<file path="config.mk">
export PLATFORM = sky130hd
export DESIGN_NAME = conv_relu_pool
export DESIGN_NICKNAME = d
export VERILOG_FILES = /design/src/rtl/conv_relu_pool.sv
export SDC_FILE = /design/constraint.sdc
export NUM_CORES = 1
export LEC_CHECK = 0
export CAP_MARGIN = 20
export CORE_MARGIN = 2
export CORE_UTILIZATION = 45
export CTS_CLUSTER_DIAMETER = 120
export CTS_CLUSTER_SIZE = 40
export DETAILED_ROUTE_END_ITERATION = 10
export HOLD_SLACK_MARGIN = 0.02
export PLACE_DENSITY = 0.67
export SYNTH_ARGS = -nofsm -noshare
export SYNTH_HDL_FRONTEND = slang
export SYNTH_SLANG_ARGS = --single-unit
</file>
<file path="constraint.sdc">
create_clock -name clk -period 4.3 [get_ports clk]
set_input_delay 0.645 -clock clk [delete_from_list [all_inputs] [get_ports clk]]
set_output_delay 0.645 -clock clk [all_outputs]
set_load 0.005 [all_outputs]
</file>
<file path="src/rtl/conv_relu_pool.sv">
// Per-channel optional ReLU + 2x2 stride-2 max pooling for four skewed conv streams.
// Define POOL_RELU_EN to clamp negative input samples to zero before pooling.
module conv_relu_pool #(
    parameter int unsigned DATA_WIDTH = 16,
    parameter int unsigned FMAP_COL   = 5,
    parameter int unsigned FMAP_ROW   = 5
) (
    input  logic                  clk,
    input  logic                  rst,
    input  logic [DATA_WIDTH-1:0] conv_dout1,
    input  logic [DATA_WIDTH-1:0] conv_dout2,
    input  logic [DATA_WIDTH-1:0] conv_dout3,
    input  logic [DATA_WIDTH-1:0] conv_dout4,
    input  logic                  conv_ovalid1,
    input  logic                  conv_ovalid2,
    input  logic                  conv_ovalid3,
    input  logic                  conv_ovalid4,
    output logic [DATA_WIDTH-1:0] pool_dout1,
    output logic [DATA_WIDTH-1:0] pool_dout2,
    output logic [DATA_WIDTH-1:0] pool_dout3,
    output logic [DATA_WIDTH-1:0] pool_dout4,
    output logic                  pool_ovalid1,
    output logic                  pool_ovalid2,
    output logic                  pool_ovalid3,
    output logic                  pool_ovalid4,
    output logic                  pool_done
);

    localparam int unsigned NCH   = 4;
    localparam int unsigned PC    = FMAP_COL / 2;
    localparam int unsigned PR    = FMAP_ROW / 2;
    localparam int unsigned COL_W = (FMAP_COL > 1) ? $clog2(FMAP_COL) : 1;
    localparam int unsigned ROW_W = (FMAP_ROW > 1) ? $clog2(FMAP_ROW) : 1;
    localparam int unsigned IDX_W = (PC > 1) ? $clog2(PC) : 1;

    logic [DATA_WIDTH-1:0] din      [NCH];
    logic [NCH-1:0]        vin;
    logic [DATA_WIDTH-1:0] dout_arr [NCH];
    logic [NCH-1:0]        ovalid_arr;
    logic [NCH-1:0]        wrap_c;
    logic [NCH-1:0]        flag_q;
    logic [NCH-1:0]        flag_nxt_c;

    assign din[0] = conv_dout1;
    assign din[1] = conv_dout2;
    assign din[2] = conv_dout3;
    assign din[3] = conv_dout4;
    assign vin    = {conv_ovalid4, conv_ovalid3, conv_ovalid2, conv_ovalid1};

    assign pool_dout1   = dout_arr[0];
    assign pool_dout2   = dout_arr[1];
    assign pool_dout3   = dout_arr[2];
    assign pool_dout4   = dout_arr[3];
    assign pool_ovalid1 = ovalid_arr[0];
    assign pool_ovalid2 = ovalid_arr[1];
    assign pool_ovalid3 = ovalid_arr[2];
    assign pool_ovalid4 = ovalid_arr[3];

    for (genvar g = 0; g < NCH; g++) begin : g_ch
        logic signed [DATA_WIDTH-1:0] samp;
        logic signed [DATA_WIDTH-1:0] h_reg;
        logic signed [DATA_WIDTH-1:0] hmax;
        logic signed [DATA_WIDTH-1:0] result;
        logic signed [DATA_WIDTH-1:0] line_buf [PC];
        logic        [DATA_WIDTH-1:0] dout_r;
        logic                         ovalid_r;
        logic        [COL_W-1:0]      col_cnt;
        logic        [ROW_W-1:0]      row_cnt;
        logic        [IDX_W-1:0]      lb_idx;
        logic                         col_last;
        logic                         row_last;
        logic                         col_in;
        logic                         row_in;
        logic                         wr_line;
        logic                         emit;

        // Input clamp, horizontal max and vertical max against the stored row.
        always_comb begin
`ifdef POOL_RELU_EN
            samp = din[g][DATA_WIDTH-1] ? '0 : $signed(din[g]);
`else
            samp = $signed(din[g]);
`endif
            hmax     = (samp > h_reg) ? samp : h_reg;
            lb_idx   = IDX_W'(col_cnt >> 1);
            result   = (hmax > line_buf[lb_idx]) ? hmax : line_buf[lb_idx];
            col_last = (col_cnt == COL_W'(FMAP_COL - 1));
            row_last = (row_cnt == ROW_W'(FMAP_ROW - 1));
            // Trailing odd column/row fall outside every 2x2 window.
            col_in   = (32'(col_cnt) < 2 * PC);
            row_in   = (32'(row_cnt) < 2 * PR);
            wr_line  = vin[g] && col_cnt[0] && col_in && !row_cnt[0] && row_in;
            emit     = vin[g] && col_cnt[0] && col_in && row_cnt[0] && row_in;
        end

        always_ff @(posedge clk) begin
            if (rst) begin
                col_cnt  <= '0;
                row_cnt  <= '0;
                h_reg    <= '0;
                dout_r   <= '0;
                ovalid_r <= 1'b0;
                for (int i = 0; i < int'(PC); i++) begin
                    line_buf[i] <= '0;
                end
            end else begin
                ovalid_r <= emit;
                if (emit) begin
                    dout_r <= result;
                end
                if (wr_line) begin
                    line_buf[lb_idx] <= hmax;
                end
                if (vin[g]) begin
                    if (!col_cnt[0]) begin
                        h_reg <= samp;
                    end
                    if (col_last) begin
                        col_cnt <= '0;
                        row_cnt <= row_last ? '0 : row_cnt + 1'b1;
                    end else begin
                        col_cnt <= col_cnt + 1'b1;
                    end
                end
            end
        end

        assign wrap_c[g]     = vin[g] && col_last && row_last;
        assign dout_arr[g]   = dout_r;
        assign ovalid_arr[g] = ovalid_r;
    end

    // Sticky per-channel frame flags; wraps arriving this cycle count toward the pulse.
    assign flag_nxt_c = flag_q | wrap_c;

    always_ff @(posedge clk) begin
        if (rst) begin
            flag_q    <= '0;
            pool_done <= 1'b0;
        end else if (&flag_nxt_c) begin
            flag_q    <= '0;
            pool_done <= 1'b1;
        end else begin
            flag_q    <= flag_nxt_c;
            pool_done <= 1'b0;
        end
    end

endmodule

</file>
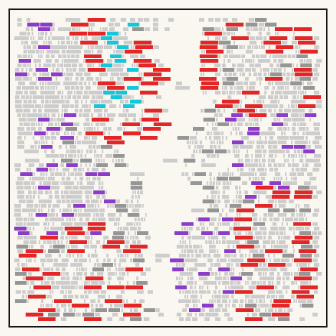
*Where the registers sit, run 1*
`g_ch.line_buf`: marked red, sequential cells 128, where spread over the die. `g_ch.h_reg`: marked purple, sequential cells 64, where spread over the die. `pool_dout2`: marked cyan, sequential cells 16.

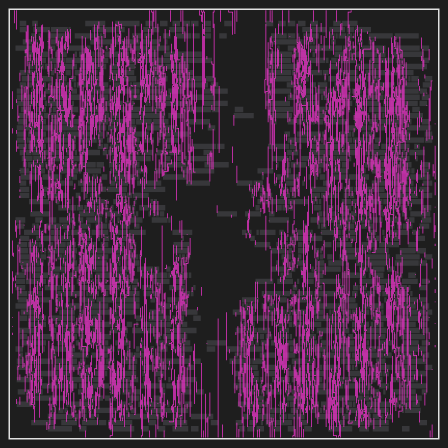
*Met2 routing, run 1*
Cells faint in the background.
The layer carries 20,000 um of wire. The wires run mostly vertical.
GR Layer Usage met2: 0.3674
via count: 12,932
DRT Wirelength: 40,220 um

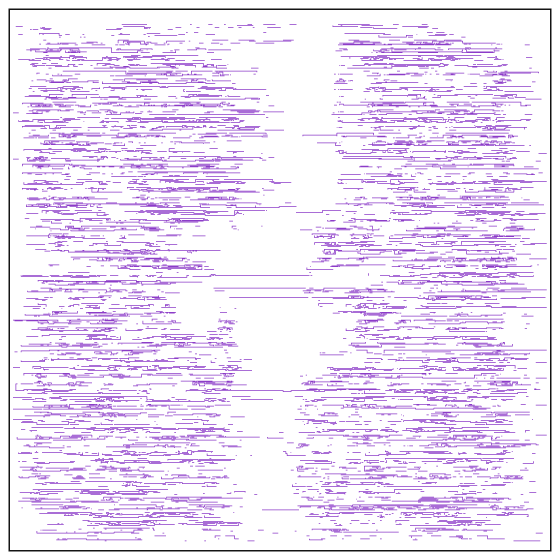
*M1 wires, run 1*
The longest straight run is 57.0 um. The layer carries 18,200 um of wire.

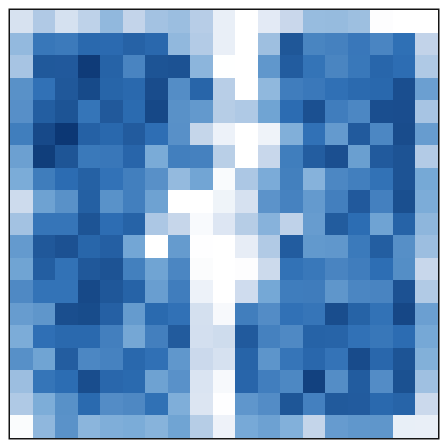
*Cell density map, run 1*
The die is cut into 19 by 19 equal tiles; white is low, dark blue is high, 0 to 100% covered.
5.3% of the tiles are nearly empty. The emptiest ninth of the die: middle. 30% of the tiles are over 75% full. The fullest tile reaches 97%.
Core Util at FP: 0.4599
core area: 0.03370 mm2
fin util: 0.6247

==> run summary, run 1 <==
impl run done, here's what came out: final setup fails 0, RR Endpoint pool_dout2[1], Setup crit start kind flip-flop, count of antenna-violating nets left after detailed routing 0, die height about 190 um, gpl congestion approximately 0.85, status finished clean, Final Cycle Share 0.9902, post-route cell area roughly 0.021 mm2, count leader, synth nand2_1, worst hold path class reg2reg, Synth Area per Inst about 9.6 um2, combinational gates about 1,100, dominant cell type by area after synthesis edfxtp_1, Post-DP Area between 0.015 and 0.02 mm2, Ys Warns 0, Critical Path Start g_ch[1].h_reg[13], slew at the pin closest to its max-slew limit roughly 730 ps, Remaining Overflow, GRT 0, dominant kind of cell by area multi-input combinational cells, r2r setup slk between 40 and 50 ps, Log Warnings 36, first-pass GRT wire length between 60,000 and 70,000 um, Final Hold Vio Count 0, Tapcell Cnt between 400 and 500, Pint ~0.0045 W, P per Cell Area just over 300 mW/mm2
run 1: kinds of logic (layout without fill, tap and decap cells):
family,after synthesis,count (layout),synth area share
buffers and inverters,220,582,0.05683
and+or+nand+nor,542,543,0.1546
AOI/OAI and AO/OA,279,279,0.1186
xor gates and xnor gates,4,4,0.002260
DFF,293,293,0.4611
adders and majority gates,144,144,0.1162
muxes,134,134,0.09041
run 1: worst min-delay path by stage:
stage / startpoint / endpoint / slack [ps] / cells after the start
3_5_place_dp: pool_dout4[4] / pool_dout4[4] / 450 / 2
6_report: g_ch[1].h_reg[8] / g_ch[1].h_reg[8] / 480 / 2
5_1_grt: g_ch[1].h_reg[7] / g_ch[1].h_reg[7] / 490 / 2
2_1_floorplan: flag_q[0] / flag_q[0] / 440 / 2
3_3_place_gp: pool_dout4[13] / pool_dout4[13] / 450 / 2
4_1_cts: g_ch[2].h_reg[12] / g_ch[2].h_reg[12] / 480 / 2
run 1: through the flow:
stage / power [W] / hold WS [ps]
after global routing: 0.006752 / 493.7
after global placement: 0.004723 / 446.9
after detailed placement: 0.004774 / 447.3
after CTS: 0.006249 / 482.3
final: 0.006434 / 476.4
after floorplan: 0.004093 / 438.6
run 1: per-layer routing:
metal | share of wire | global-route usage | vias to the layer above
met1 | 0.45 | 0.2882 | 6257
met3 | 0.037 | 0.02066 | 33
met4 | 0.014 | 0.03816 | 0
met2 | 0.50 | 0.3674 | 244
met5 | 0 | 0 | -
li1 | - | - | 6398
run 1: power groups by stage:
stage	Sequential (W)	Combinational (W)	Clock, W
final	0.00309	0.00196	0.00139
after global routing	0.00310	0.00214	0.00151
after CTS	0.00308	0.00173	0.00143
after detailed placement	0.00314	0.00163	0
after global placement	0.00314	0.00158	0
after floorplan	0.00312	0.000973	0
run 1: placed cells by master (no fill, tap or decap), types with 18 or more instances in the layout:
| master | count |
|---|---|
| buf_4 | 249 |
| nand2_1 | 220 |
| nor2_1 | 168 |
| dfxtp_1 | 143 |
| inv_1 | 136 |
| edfxtp_1 | 128 |
| a21oi_1 | 114 |
| ha_1 | 113 |
| clkdlybuf4s50_1 | 91 |
| mux2i_1 | 82 |
| dlymetal6s2s_1 | 34 |
| ha_4 | 31 |
| mux2i_4 | 30 |
| nor3_1 | 26 |
| nand4_1 | 25 |
| o211ai_1 | 24 |
| o221ai_2 | 23 |
| nand3_1 | 20 |
| o21ai_1 | 18 |
run 1: worst max-delay path, stage by stage (launching register included):
cell       delay [ps]
dfxtp_4           390
inv_2              50
ha_4              250
nand4_1           150
buf_4             180
a2111oi_4         340
nor4_4             80
nor3_4            180
buf_6             150
buf_16            130
mux2i_4           240
inv_2              60
ha_4              220
a21o_1            160
a221o_1           360
o211ai_2          220
a31oi_2           130
or4b_4            580
buf_8             180
o221ai_2          130
run 1: what timing repair did:
action | CTS | global route
pin swaps | 26 | 72
resized | 68 | 185
setup buffers | 19 | 20
cloned | 2 | 3
hold buffers | 0 | 0
setup endpoints to repair | 64 | 64
==> run 2, diff against run 1 <==
--- a/config.mk
+++ b/config.mk
@@ -7,4 +7,5 @@
 export LEC_CHECK = 0
 export CAP_MARGIN = 20
+export CORE_ASPECT_RATIO = 0.8
 export CORE_MARGIN = 2
 export CORE_UTILIZATION = 45
==> constraint.sdc (replaced) <==
create_clock -name clk -period 4.3 [get_ports clk]
set_input_delay 0.645 -clock clk [delete_from_list [all_inputs] [get_ports clk]]
set_output_delay 0.645 -clock clk [all_outputs]
set_load 0.1 [all_outputs]
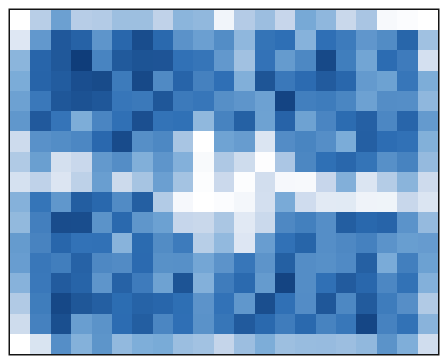
*Cell density map, run 2*
The die is cut into 21 by 17 equal tiles; white is low, dark blue is high, 0 to 100% covered.
23% of the tiles are over 75% full. 2.8% of the tiles are nearly empty. The mean over all tiles is 56%. The fullest tile reaches 95%. The emptiest ninth of the die: middle.
core area: 0.03378 mm2
fin util: 0.6152

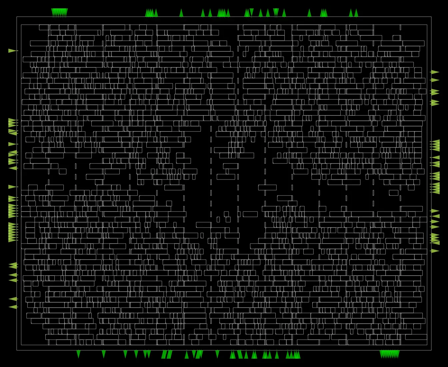
*Placed standard cells, run 2*
FFs & Latches: 293
Non-Filler Instances: 2,387
Seq area share: 0.3446
Rows: 60

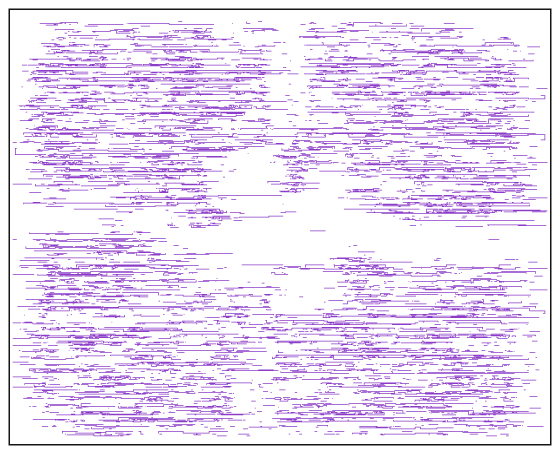
*M1 wires, run 2*
2,059 nets have wire on it. The wires run mostly horizontal. The layer carries 19,000 um of wire. The layer holds 47% of the routed length. The longest straight run is 50.6 um.

==> run 2 against run 1 <==
Compared with the run above:
- the flow now finishes with violations (setup timing)
- setup slack lost 88 ps
- cell count decreased by 1.6%
- combinational power is 3% lower
- via count shrank 1.3%
- die area hardly changed
- core utilization fell by 0.95 points
- sequential cell count did not move
- sequential power about the same
- highest routed layer is now met5
==> run summary, run 2 <==
impl run done, here's what came out: P per Cell Area a little over 300 mW/mm2, DRT Wirelength about 40,000 um, via count 12,768, dominant cell type by area after synthesis edfxtp_1, Log Warnings 36, status finished with violations, failing checks setup timing, Setup crit start kind input pin, Ys Warns 0, worst setup margin -46.09 ps, count of antenna-violating nets left after detailed routing 0, Commonest Layout Cell nand2_1, gpl congestion between 0.8 and 0.9, Final Cycle Share 1.011, most instantiated logic cells after routing nand2_1 (221), buf_4 (218), nor2_1 (169), dfxtp_1 (155), inv_1 (138), Post-CTS Hold Buffers 0, Critical Path Start conv_dout1[5], count leader, synth nand2_1, slew at the pin closest to its max-slew limit roughly 1100 ps, Synth Area per Inst 9.592 um2, final setup fails 15, Gate Count Post-Synth 1,616, start point of the worst hold path conv_dout1[1]
## run 2: cell counts after synthesis
Identical to the previous run, type by type.
## run 2: cells by family (layout without fill, tap and decap cells)
kind of cell    count (synthesis)  in the layout  synth area share
compound gates                279            279            0.1186
xor+xnor                        4              4          0.002260
simple gates                  542            543            0.1546
flops                         293            293            0.4611
mux                           134            134           0.09041
fa+ha+maj                     144            144            0.1162
buf+inv                       220            556           0.05683
## run 2: routing by layer
| metal | vias up | wire (um) | GRT usage | part of all wire |
|---|---|---|---|---|
| met1 | 6108 | 19020 | 0.3005 | 0.47 |
| met4 | 2 | 775 | 0.04715 | 0.019 |
| met5 | - | 17 | 0 | 0.00042 |
| met3 | 43 | 1899 | 0.02805 | 0.047 |
| li1 | 6333 | - | - | - |
| met2 | 282 | 19000 | 0.3597 | 0.47 |
## run 2: layout make-up
class,instances,area (um2)
fill,2801,13000
timing repair buffer,389,3577
clock buffer,16,294.0
tap,434,543.0
inverter,150,563.0
multi-input combinational,1104,8615
sequential,293,7162
clock inverter,1,30.03
## run 2: worst paths after layout
check | cells past startpoint | slack [ps] | end
max | 19 | -50 | pool_dout1[12]
min | 3 | 450 | g_ch[0].h_reg[1]
max reg2reg | 20 | -10 | pool_dout1[12]
min reg2reg | 2 | 480 | g_ch[3].h_reg[2]
## run 2: through the flow
step	cells	area [um2]	hold WS, ps	total power (W)
after detailed placement	2341	19160	455.3	0.004781
final	2387	20780	454.0	0.006390
after CTS	2367	19770	481.1	0.006232
after global placement	2339	19130	449.4	0.004730
after global routing	2387	20780	432.1	0.006718
after floorplan	1616	15870	438.6	0.004104
## run 2: where the power goes
part	internal, W	leakage (nW)	switching (W)	total [W]
combinational	0.000954	5.67	0.000960	0.00191
clock	0.000500	0.153	0.000883	0.00138
sequential	0.00301	2.67	0.0000791	0.00309
total	0.00447	8.50	0.00192	0.00639
## run 2: critical path, stage by stage
cell,delay [ps]
clkdlybuf4s50_1,470
ha_4,300
nand4_1,230
o41ai_2,360
o21ai_1,160
o21ai_4,140
buf_12,180
buf_12,100
mux2i_4,230
inv_1,90
ha_4,220
a21o_1,180
a21oi_1,150
o221ai_1,160
a2111o_1,390
and3_4,170
buf_6,140
or3_1,340
o211ai_1,100
## run 2: repair_timing
action | CTS | global route
cloned | 4 | 2
setup endpoints to repair | 64 | 64
resized | 57 | 165
buffers inserted | 5 | 19
pin swaps | 29 | 90
No activity file was given, so power comes from the tool's default toggle rates.
